Figure 1. Routed metal per tile (run 1).
26 x 26 tiles, from dark blue (low) to red (high), scaled to the fullest tile. Values are wire area over tile area, all layers added.
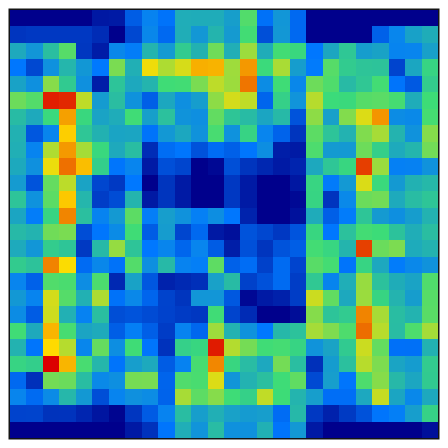
Figure 2. Cell sizes after repair (run 1).
Bar = 50 microns.
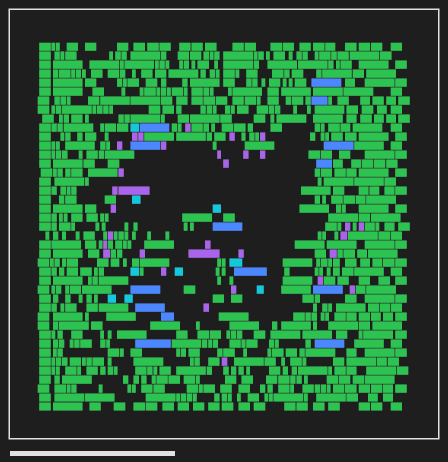
Figure 3. Cell placement (run 1).
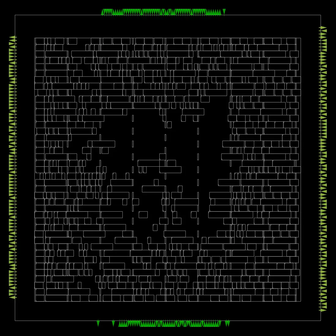
Figure 4. Sequential cells grouped by signal name (run 1).
Bar = 50 microns. Other sequential cells in the stronger grey, the rest of the logic in the fainter grey.
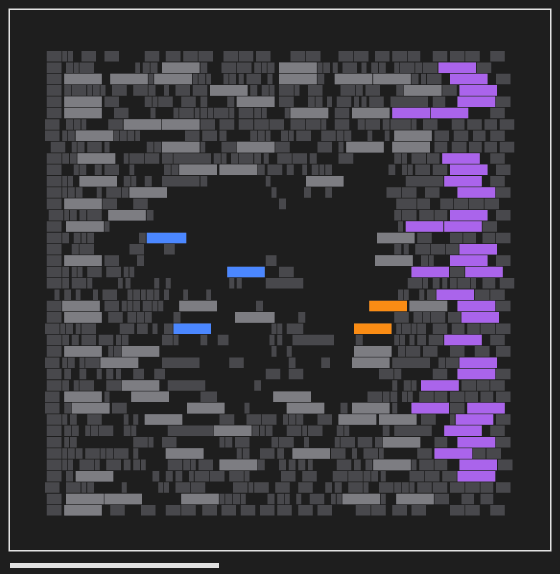
`config.mk`:
```
export PLATFORM = sky130hd
export DESIGN_NAME = alu_arbiter_flat
export DESIGN_NICKNAME = d
export VERILOG_FILES = /design/src/rtl/alu_pkg.sv /design/src/rtl/alu_arbiter_if.sv /design/src/rtl/alu_arbiter_rr_pick.sv /design/src/rtl/alu_arbiter.sv /design/src/flat_wrapper.sv
export SDC_FILE = /design/constraint.sdc
export NUM_CORES = 1
export LEC_CHECK = 0
export ABC_AREA = 1
export CORE_MARGIN = 8
export CORE_UTILIZATION = 35
export CTS_CLUSTER_SIZE = 10
export DETAILED_ROUTE_END_ITERATION = 16
export GPL_TIMING_DRIVEN = 0
export HOLD_SLACK_MARGIN = 0.06
export PLACE_DENSITY = 0.85
export SETUP_SLACK_MARGIN = 0.1
export SKIP_LAST_GASP = 1
export SYNTH_ARGS = -nofsm -noshare
export SYNTH_HDL_FRONTEND = slang
export SYNTH_SLANG_ARGS = --single-unit
```
`constraint.sdc`:
```
create_clock -name clk -period 3.9 [get_ports clk]
set_input_delay 0.39 -clock clk [delete_from_list [all_inputs] [get_ports clk]]
set_output_delay 0.39 -clock clk [all_outputs]
set_load 0.05 [all_outputs]
```
`src/rtl/alu_pkg.sv`:
```
// Shared definitions for the ALU arbiter: ALU op codes, arbiter state encoding,
// latched request control payload and the op-legality check.
package alu_pkg;

    localparam int unsigned OP_W = 3;

    typedef logic [OP_W-1:0] alu_op_t;

    localparam alu_op_t ALU_ADD = 3'b010;
    localparam alu_op_t ALU_SUB = 3'b110;
    localparam alu_op_t ALU_AND = 3'b000;
    localparam alu_op_t ALU_OR  = 3'b001;
    localparam alu_op_t ALU_SLT = 3'b111;

    // Control code driven to the ALU out of reset.
    localparam alu_op_t ALU_RESET_OP = ALU_ADD;

    typedef enum logic [1:0] {
        ST_IDLE = 2'd0,
        ST_EXEC = 2'd1,
        ST_RESP = 2'd2
    } arb_state_t;

    // Control fields captured alongside the operands when a request is accepted.
    typedef struct packed {
        alu_op_t op;
        logic    err;
        logic    winner;
    } req_ctl_t;

    function automatic logic op_legal(input alu_op_t op);
        case (op)
            ALU_ADD, ALU_SUB, ALU_AND, ALU_OR, ALU_SLT: return 1'b1;
            default:                                    return 1'b0;
        endcase
    endfunction

endpackage

```
`src/rtl/alu_arbiter_if.sv`:
```
// Client-side request/response bundle of the ALU arbiter.
// master = requesting clients, slave = the arbiter.
interface alu_arbiter_if #(
    parameter int unsigned W = 32
) ();

    logic [1:0]   req_valid;
    logic [1:0]   req_ready;
    logic [W-1:0] req0_a;
    logic [W-1:0] req0_b;
    logic [W-1:0] req1_a;
    logic [W-1:0] req1_b;
    logic [2:0]   req0_op;
    logic [2:0]   req1_op;

    logic [1:0]   rsp_valid;
    logic [1:0]   rsp_ready;
    logic [W-1:0] rsp_result;
    logic         rsp_zero;
    logic         rsp_err;

    modport master (
        output req_valid, req0_a, req0_b, req1_a, req1_b, req0_op, req1_op, rsp_ready,
        input  req_ready, rsp_valid, rsp_result, rsp_zero, rsp_err
    );

    modport slave (
        input  req_valid, req0_a, req0_b, req1_a, req1_b, req0_op, req1_op, rsp_ready,
        output req_ready, rsp_valid, rsp_result, rsp_zero, rsp_err
    );

endinterface

```
`src/rtl/alu_arbiter_rr_pick.sv`:
```
// Combinational 2-way winner select. Round-robin on last grant by default;
// define ALU_ARB_FIXED_PRIO_EN for fixed priority (requester 0 wins ties).
module rr_pick (
    input  logic [1:0] valid,
    input  logic       last,
    output logic [1:0] grant,
    output logic       winner
);

`ifdef ALU_ARB_FIXED_PRIO_EN
    logic unused_last;
    assign unused_last = last;

    assign winner = ~valid[0];
`else
    // On a tie the requester not served last wins; a lone requester always wins.
    assign winner = (&valid) ? ~last : valid[1];
`endif

    assign grant = (valid == 2'b00) ? 2'b00 : (winner ? 2'b10 : 2'b01);

endmodule

```
`src/rtl/alu_arbiter.sv`:
```
// Two-requester arbiter/sequencer for the shared ALU: accept, drive ALU from
// latched operands, capture result and return it on the winner's response channel.
// Build option: ALU_ARB_FIXED_PRIO_EN selects fixed priority in rr_pick.
module alu_arbiter
    import alu_pkg::*;
#(
    parameter int unsigned W = 32
) (
    input  logic          clk,
    input  logic          rst,
    alu_arbiter_if.slave  bus,
    output logic [W-1:0]  alu_a,
    output logic [W-1:0]  alu_b,
    output logic [2:0]    alu_control,
    input  logic [W-1:0]  alu_result,
    input  logic          alu_zero
);

    arb_state_t   state;
    arb_state_t   state_nxt;
    logic [1:0]   grant;
    logic         pick;
    logic         last;
    logic         accept;
    alu_op_t      pick_op;

    logic [W-1:0] a_q;
    logic [W-1:0] b_q;
    req_ctl_t     ctl_q;
    logic [W-1:0] result_q;
    logic         zero_q;
    logic         err_q;

    rr_pick u_pick (
        .valid  (bus.req_valid),
        .last   (last),
        .grant  (grant),
        .winner (pick)
    );

    assign accept  = (state == ST_IDLE) && (bus.req_valid != 2'b00);
    assign pick_op = pick ? bus.req1_op : bus.req0_op;

    // State register
    always_ff @(posedge clk or posedge rst) begin
        if (rst) begin
            state <= ST_IDLE;
        end else begin
            state <= state_nxt;
        end
    end

    // Next-state logic
    always_comb begin
        state_nxt = state;
        case (state)
            ST_IDLE: if (bus.req_valid != 2'b00) state_nxt = ST_EXEC;
            ST_EXEC: state_nxt = ST_RESP;
            ST_RESP: if (bus.rsp_ready[ctl_q.winner]) state_nxt = ST_IDLE;
            default: state_nxt = ST_IDLE;
        endcase
    end

    // Handshake outputs; held low while reset is asserted
    always_comb begin
        bus.req_ready = 2'b00;
        bus.rsp_valid = 2'b00;
        if (!rst) begin
            case (state)
                ST_IDLE: bus.req_ready = grant;
                ST_RESP: bus.rsp_valid[ctl_q.winner] = 1'b1;
                default: ;
            endcase
        end
    end

    // Request latch and round-robin pointer
    always_ff @(posedge clk or posedge rst) begin
        if (rst) begin
            a_q   <= '0;
            b_q   <= '0;
            ctl_q <= '{op: ALU_RESET_OP, err: 1'b0, winner: 1'b0};
            last  <= 1'b1;
        end else if (accept) begin
            a_q   <= pick ? bus.req1_a : bus.req0_a;
            b_q   <= pick ? bus.req1_b : bus.req0_b;
            ctl_q <= '{op: pick_op, err: ~op_legal(pick_op), winner: pick};
            last  <= pick;
        end
    end

    // Result capture; an illegal op reports zero result with zero flag set
    always_ff @(posedge clk or posedge rst) begin
        if (rst) begin
            result_q <= '0;
            zero_q   <= 1'b0;
            err_q    <= 1'b0;
        end else if (state == ST_EXEC) begin
            result_q <= ctl_q.err ? '0 : alu_result;
            zero_q   <= ctl_q.err ? 1'b1 : alu_zero;
            err_q    <= ctl_q.err;
        end
    end

    assign alu_a          = a_q;
    assign alu_b          = b_q;
    assign alu_control    = ctl_q.op;
    assign bus.rsp_result = result_q;
    assign bus.rsp_zero   = zero_q;
    assign bus.rsp_err    = err_q;

endmodule

```
`src/flat_wrapper.sv`:
```
// flat-port wrapper written by rule: the top's interface ports become plain ports
module alu_arbiter_flat import alu_pkg::*;
#(
    parameter int unsigned W = 32
)
  (clk, rst, alu_a, alu_b, alu_control, alu_result, alu_zero, bus_req_valid, bus_req0_a, bus_req0_b, bus_req1_a, bus_req1_b, bus_req0_op, bus_req1_op, bus_rsp_ready, bus_req_ready, bus_rsp_valid, bus_rsp_result, bus_rsp_zero, bus_rsp_err);
  alu_arbiter_if #(.W(W)) bus_i ();
  input  logic clk;
  input  logic rst;
  output logic [W-1:0] alu_a;
  output logic [W-1:0] alu_b;
  output logic [2:0] alu_control;
  input  logic [W-1:0] alu_result;
  input  logic alu_zero;
  input wire logic [$bits(bus_i.req_valid)-1:0] bus_req_valid;
  input wire logic [$bits(bus_i.req0_a)-1:0] bus_req0_a;
  input wire logic [$bits(bus_i.req0_b)-1:0] bus_req0_b;
  input wire logic [$bits(bus_i.req1_a)-1:0] bus_req1_a;
  input wire logic [$bits(bus_i.req1_b)-1:0] bus_req1_b;
  input wire logic [$bits(bus_i.req0_op)-1:0] bus_req0_op;
  input wire logic [$bits(bus_i.req1_op)-1:0] bus_req1_op;
  input wire logic [$bits(bus_i.rsp_ready)-1:0] bus_rsp_ready;
  output wire logic [$bits(bus_i.req_ready)-1:0] bus_req_ready;
  output wire logic [$bits(bus_i.rsp_valid)-1:0] bus_rsp_valid;
  output wire logic [$bits(bus_i.rsp_result)-1:0] bus_rsp_result;
  output wire logic [$bits(bus_i.rsp_zero)-1:0] bus_rsp_zero;
  output wire logic [$bits(bus_i.rsp_err)-1:0] bus_rsp_err;
  assign bus_i.req_valid = bus_req_valid;
  assign bus_i.req0_a = bus_req0_a;
  assign bus_i.req0_b = bus_req0_b;
  assign bus_i.req1_a = bus_req1_a;
  assign bus_i.req1_b = bus_req1_b;
  assign bus_i.req0_op = bus_req0_op;
  assign bus_i.req1_op = bus_req1_op;
  assign bus_i.rsp_ready = bus_rsp_ready;
  assign bus_req_ready = bus_i.req_ready;
  assign bus_rsp_valid = bus_i.rsp_valid;
  assign bus_rsp_result = bus_i.rsp_result;
  assign bus_rsp_zero = bus_i.rsp_zero;
  assign bus_rsp_err = bus_i.rsp_err;
  alu_arbiter #(.W(W)) u_core (.clk(clk), .rst(rst), .bus(bus_i), .alu_a(alu_a), .alu_b(alu_b), .alu_control(alu_control), .alu_result(alu_result), .alu_zero(alu_zero));
endmodule
```
==> reports/metrics.yaml, run 1 <==
status:
  status: "completed"
detailed_routing:
  drc: 0
  wl_per_cell_microns: 18.78
  initialDrtViolationCount: 319
  vias: 4702
  antenna_left: 0
  viasPerCell: 4.934
critical_path:
  critPathTopFamily: "buffers and inverters"
  critPathArrivalTime_ns: 2.76
  r2r_start: "u_core.last"
  rrSetupSlack_ns: 2.25
  start_kind: "input pin"
  r2r-end: "u_core.alu_a[18]"
  cpPeakStageDelay_ns: 0.84
  critical_path_buf_inv_count: 5
  cp_data_required_time_ns: 3.51
  cp_common_cell: "clkdlybuf4s50_1"
  path_cells: "clkdlybuf4s50_1 -> nand2_2 -> inv_2 -> buf_4 -> buf_2 -> nand2_1 -> nor2_1 -> clkdlybuf4s50_1"
  crit_end: "bus_req_ready[1]"
  crit_path_top_delay_cell: "clkdlybuf4s50_1"
  rr_worst_depth: 7
  end_kind: "primary output"
  crit_path_max_fanout: 10
clock_tree:
  root_buffer: "clkbuf_16"
  ctsHoldBuffers: 0
  numClockSinks: 106
  clockBufferDepth: 2
  ctsResizeCount: 0
  post_cts_buffers: 0
  path_clk_slew_ns: 0.07
  cts.htree.levels: 3
cells_and_area:
  n_all_buffers: 315
  sh_comb_area: 0.2068
  dominant_cells: "non-clock buffers"
  mi_logic_area_sq_um: 1619
  bufAreaShareNonClock: 0.3827
  antenna_cells: 0
  drive_gt1_frac: 0.07042
  clk_share: 0.03916
  regArea_sq_um: 2655
  stdcell_area_sq_um: 7828
  n_clock_buffer: 12
  final_common_cell: "clkdlybuf4s50_1"
  layout.nets: 949
  syn_to_final_growth_pct: 73.83
  logic_gates: 335
  flop-count: 106
  seq_share: 0.3392
power_and_ir_drop:
  p_sw_w: 0.003582
  p_total_w: 0.007212
  internal_power_w: 0.003630
  combPwrFrac: 0.603
  swShare: 0.4966
  powerDensity_nw_per_um2: 921.4
  clkPwrFrac: 0.129
  p_leak_nw: 3.364
place:
  port-buffer-count: 277
  post-place-ws_ns: 0.7466
  post_dp_cell_area_sq_um: 7521
  dp_hpwl_mm: 14.17
synth:
  ys_seq_share: 0.5896
  synth-cells-yosys: 487
  synth_cells: 487
  syn_area_sq_um: 4503
  fp_nets: 660
  yosys.cell_types.count: 25
  numSynthFlops: 106
  ys_warn_count: 0
global_routing:
  grt.total_usage: 0.2071
  grt_max_degree: 66
  overflow: 0
  grt_first_pass_wirelength_mm: 26.45
  antenna_found_initial: 0
  first_global_vias: 4800
die:
  initial_core_util: 0.3583
  fp.dieArea_sq_um: 16750
  die_h_microns: 129.4
  rows: 41
  io_pins: 278
  dieWidth_microns: 129.4
timing:
  whs_ns: 0.4719
  setup_ws_ns: 0.7458
  finalSetupTns_ns: 0
  fin_crit_sh: 0.8088
  timing.fmax_mhz: 317.0
  hold_violations: 0
  setup_viol: 0
  worst_pin_slew_ns: 0.8170
  slew_headroom: 0.4554
  final.setup_skew_ns: 0.006994
  layout_min_cycle_time_ns: 3.154
  drv_slew: 0
min_path:
  hold_path_startpoint: "u_core.last"
  hold_class: "flip-flop to flip-flop"
  hold_path_end: "u_core.last"
run:
  log.warning_count: 26
  maxCapViolations: 0
Notes on Figure 1 above:
fullest tile: 0.51
mean over tiles: 0.18
emptiest ninth of the die: middle
nearly empty tiles: 7.2%
tiles over half the peak: 23%

Notes on Figure 2 above:
legend:
  purple:
    size: _2 cells
    cells: 32
    share: 4.1%
    most_used: buf_2
  blue:
    size: _6 and larger
    cells: 14
    share: 1.8%
    most_used: clkbuf_16
  green:
    size: _0 and _1 cells
    cells: 726
    share: 93%
    most_used: clkdlybuf4s50_1
  cyan:
    size: _3 and _4 cells
    cells: 9
    share: 1.2%
    most_used: buf_4

Notes on Figure 3 above:
TAP cells: 172
Final Util: 0.6228
Placeable Area: 12570 sq um
Fill cells: 1063
post-route insts no fill: 953

Notes on Figure 4 above:
legend:
  orange:
    name_in_the_netlist: `u_core.state`
    flops: 2
  blue:
    name_in_the_netlist: `u_core.alu_control`
    flops: 3
  purple:
    name_in_the_netlist: `u_core.bus.rsp_result`
    flops: 32
    where: a column on the right
not coloured: 69

[run 1: registers in the layout, indices dropped and copies added (netlist names)]
name                   count
u_core.bus.rsp_zero        1
u_core.ctl_q               2
u_core.bus.rsp_result     32
u_core.alu_control         3
u_core.bus.rsp_err         1
u_core.alu_a              32
u_core.state               2
u_core.alu_b              32
u_core.last                1
[run 1: cells by family after synthesis]
| group | Yosys count | share of synthesized area |
|---|---|---|
| flops | 106 | 0.5896 |
| buf+inv | 46 | 0.05085 |
| simple gates | 171 | 0.1503 |
| compound gates | 164 | 0.2092 |
[run 1: power groups by stage]
stage,Sequential [W],Combinational (W),Clock (W)
6_report,0.00193,0.00435,0.000933
3_3_place_gp,0.00191,0.00432,0
3_5_place_dp,0.00195,0.00437,0
5_1_grt,0.00199,0.00460,0.000990
4_1_cts,0.00193,0.00439,0.000951
2_1_floorplan,0.00355,0.00113,0
[run 1: cell usage after synthesis (all sizes together)]
cell type,instances,area (sq um)
a22o,32,280.3
inv,9,33.79
nand3b,1,7.510
and2,1,6.260
nor3,1,5.000
a31oi,1,6.260
nand2,90,342.8
nand3,4,20.02
nor2,71,276.5
buf,29,163.9
clkbuf,8,31.28
a21oi,1,5.000
nor4,2,12.51
nand4,1,6.260
o21ai,130,650.6
dfrtp,104,2603
dfstp,2,52.55
[run 1: routing by layer]
| layer | wire [microns] | up-vias | global-route usage |
|---|---|---|---|
| li1 | - | 2225 | - |
| met1 | 7149 | 2201 | 0.2414 |
| met2 | 8457 | 242 | 0.3480 |
| met3 | 1719 | 34 | 0.05998 |
| met4 | 571 | 0 | 0.09153 |
| met5 | 0 | - | 0 |
Figure 5. Routed clock nets over the placement (run 1).
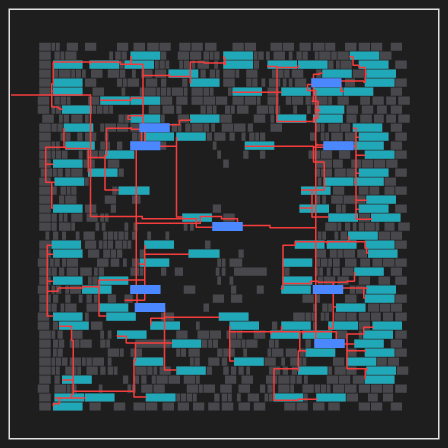

## Run 2: what changed since run 1
- clock period: 3.9 -> 2.95 ns (I/O delays scaled with it)
Figure 6. Routed clock nets over the placement (run 2).
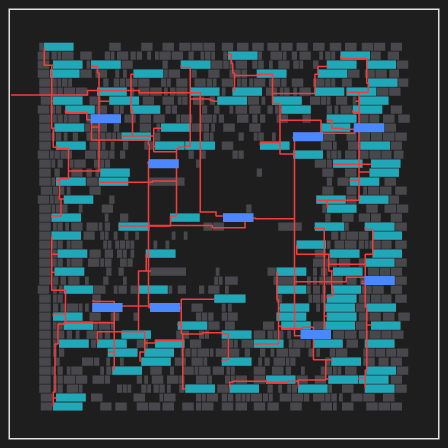
legend:
  cyan:
    item: flip-flops
    count: 106
  red:
    item: clock wires
    length: 1360 microns
  blue:
    item: clock drivers
    count: 9
flops lie: all over the die

==> run 2 against run 1 <==
Net effect: utilization is 0.21 points higher; synthesized cell count stayed put; flip-flop count stayed put; non-clock buffer count is 1 higher; hold slack worse by 0.00063 ns; critical path depth stayed put; global-route usage is 0.45 points higher; clock power is 39% higher; area after synthesis stayed put; wire length is 0.94% lower; sequential share of layout area is 0.11 points lower.
==> reports/metrics.yaml, run 2 <==
synth:
  syn_area_sq_um: 4503  # unchanged
  numSynthFlops: 106  # unchanged
  fa_ha_area_frac: 0  # unchanged
  fp_nets: 660  # unchanged
  largest_area_cell: "dfrtp_1"
  ys_warn_count: 0  # unchanged
  aoi_share: 0.2092  # unchanged
  synthSimpleGateAreaFrac: 0.1503  # unchanged
  synth_cells: 487  # unchanged
  common_cells: "104 x dfrtp_1, 88 x nand2_1, 72 x o21ai_0"
  ys_seq_share: 0.5896  # unchanged
  edf_count: 0  # unchanged
  top_cell_area_share: 0.5779  # unchanged
  synthArstFlopShare: 1.000  # unchanged
  synth.most_common_cell: "dfrtp_1"
  muxShareOfSynthArea: 0  # unchanged
  top_cells_by_area: "dfrtp_1 58%, o21ai_0 8.0%, nand2_1 7.3%"
  synth-cells-yosys: 487  # unchanged
  top_logic_kind: "AND-OR/OR-AND gates"
  ys.flop_type: "dfrtp_1"
  xor_share: 0  # unchanged
  yosys.cell_types.count: 25  # unchanged
clock_tree:
  path_clk_slew_ns: 0.07  # about the same
  ctsHoldBuffers: 0  # unchanged
  root_buffer: "clkbuf_16"
  cts.htree.levels: 3  # unchanged
  ctsResizeCount: 2  # +2
  post_cts_buffers: 0  # unchanged
  numClockSinks: 106  # unchanged
  clockBufferDepth: 2  # unchanged
power_and_ir_drop:
  p_clk_w: 0.00130  # +39%
  internal_power_w: 0.004862  # +34%
  pg_comb_w: 0.00575  # +32%
  powerDensity_nw_per_um2: 1223  # +33%
  maxPowerGroup: "combinational cells"
  clkPwrFrac: 0.136  # +0.007
  powerSeq_w: 0.00255  # +32%
  p_leak_nw: 3.379  # +0.43%
  swShare: 0.4936  # -0.002994
  p_total_w: 0.009602  # +33%
  combPwrFrac: 0.599  # -0.004
  p_sw_w: 0.004740  # +32%
cells_and_area:
  syn_to_final_growth_pct: 74.41
  stdcell_area_sq_um: 7854  # +0.34%
  final_cell_mix: "275 x clkdlybuf4s50_1, 104 x dfrtp_1, 88 x nand2_1"
  layout.nets: 950  # +0.11%
  drive_gt1_frac: 0.07033  # -0.00009005
  final_common_cell: "clkdlybuf4s50_1"
  antenna_cells: 0  # unchanged
detailed_routing:
  initialDrtViolationCount: 252  # -21%
  drc: 0  # unchanged
  viasPerCell: 4.878  # -1.1%
  wl_per_cell_microns: 18.58  # -1.0%
  antenna_left: 0  # unchanged
  vias: 4654  # -1.0%
min_path:
  hold_path_startpoint: "u_core.alu_control[1]"
  hold_class: "flip-flop to flip-flop"
timing:
  whs_ns: 0.4712  # -0.0006340 ns
  worst_pin_slew_ns: 0.6464  # -0.1705 ns
  finalSetupTns_ns: 0  # unchanged
  hold_violations: 0  # unchanged
  fin_crit_sh: 0.9004
  layout_min_cycle_time_ns: 2.656
  setup_viol: 0  # unchanged
  drv_slew: 0  # unchanged
  final.setup_skew_ns: 0.005150  # -0.001845 ns
  slew_headroom: 0.5681  # +0.1128
  timing.fmax_mhz: 376.5
critical_path:
  crit_path_max_fanout: 10  # unchanged
  crit_path_top_delay_cell: "clkdlybuf4s50_1"
  cpPeakStageDelay_ns: 0.58  # -0.26 ns
  critical_path_buf_inv_count: 5  # unchanged
  end_kind: "primary output"
  r2r_start: "u_core.last"
  path_cells: "clkdlybuf4s50_1 -> nand2_2 -> inv_2 -> buf_4 -> buf_2 -> nand2_1 -> nor2_1 -> dlygate4sd2_1"
  critPathTopFamily: "buffers and inverters"
  critPathArrivalTime_ns: 2.36  # -0.40 ns
  start_kind: "input pin"
  cp_data_required_time_ns: 2.65  # -0.86 ns
run:
  log.warning_count: 26  # unchanged
  maxCapViolations: 0  # unchanged
global_routing:
  grt.total_usage: 0.2117  # +0.004534
  grt_max_degree: 44  # -33%
  first_global_vias: 4908  # +2.3%
  antenna_found_initial: 0  # unchanged
  overflow: 0  # unchanged
  grt_first_pass_wirelength_mm: 26.92  # +1.8%
status:
  status: "completed"
die:
  die_h_microns: 129.4  # unchanged
  io_pins: 278  # unchanged
  core_sq_um: 12570  # unchanged
  fp.dieArea_sq_um: 16750  # unchanged
  initial_core_util: 0.3583  # unchanged
  dieWidth_microns: 129.4  # unchanged
  rows: 41  # unchanged
place:
  gp_congestion: 0.8396
  post_dp_cell_area_sq_um: 7535  # +0.18%
  dp_hpwl_mm: 13.82  # -2.5%
  port-buffer-count: 277  # unchanged
Figure 7. Routed metal per tile (run 2).
26 x 26 tiles, from dark blue (low) to red (high), scaled to the fullest tile. Values are wire area over tile area, all layers added.
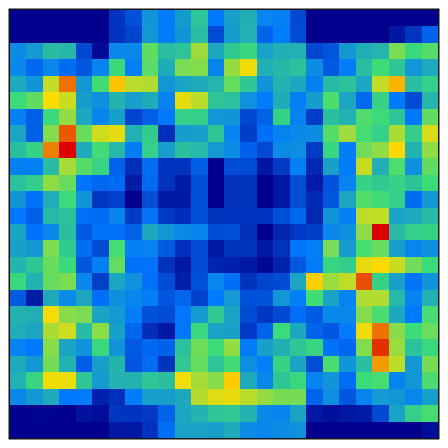
mean over tiles: 0.18
nearly empty tiles: 7.4%
emptiest ninth of the die: middle
tiles over half the peak: 18%
densest ninth of the die: right middle

==> run 2: cell counts after synthesis <==
Identical to the previous run, type by type.
==> run 2: final timing paths <==
path,endpoint,slack [ns],depth (start not counted)
max in group asynchronous,u_core.alu_control[1],1.74,3
max,bus_req_ready[1],0.29,8
max reg2reg,u_core.alu_a[17],1.27,7
min,u_core.alu_control[1],0.47,2
min reg2reg,u_core.alu_control[1],0.47,2
min in group asynchronous,u_core.alu_a[10],0.55,2
==> run 2: stage by stage <==
| stage | cells | worst slack (ns) | utilization |
|---|---|---|---|
| after floorplan | 487 | 0.5229 | - |
| after global placement | 936 | -0.02304 | 0.5963 |
| after detailed placement | 938 | 0.001075 | 0.5995 |
| after CTS | 954 | 0.2777 | 0.6249 |
| after global routing | 954 | 0.1594 | 0.6249 |
| final | 954 | 0.2937 | 0.6249 |
==> run 2: routing by layer <==
metal,routed length [microns],up-vias,global-route usage
li1,-,2228,-
met1,6964,2191,0.2430
met2,8605,212,0.3548
met3,1770,23,0.08094
met4,388,0,0.07309
met5,0,-,0
==> run 2: logic make-up after synthesis <==
group	after synthesis
AOI/OAI and AO/OA	164
buffers and inverters	46
DFF	106
and+or+nand+nor	171
==> run 2: cell type report <==
cell class / instances / area [sq um]
fillers: 1069 / 4715
multi-input cells: 335 / 1619
plain buffers: 37 / 195.2
flip-flops and latches: 106 / 2655
well taps: 172 / 215.2
repair buffers: 279 / 2810
clock inverters: 4 / 75.07
inverters: 9 / 37.54
clock buffers: 12 / 246.5
==> run 2: worst reg2reg max path, delay by kind of cell, from the launching register on <==
family | cells | cell delay [ns]
compound gates | 2 | 0.33
buf+inv | 3 | 0.46
flops | 1 | 0.53
simple gates | 2 | 0.25
Power is estimated from default activity; no workload was simulated.
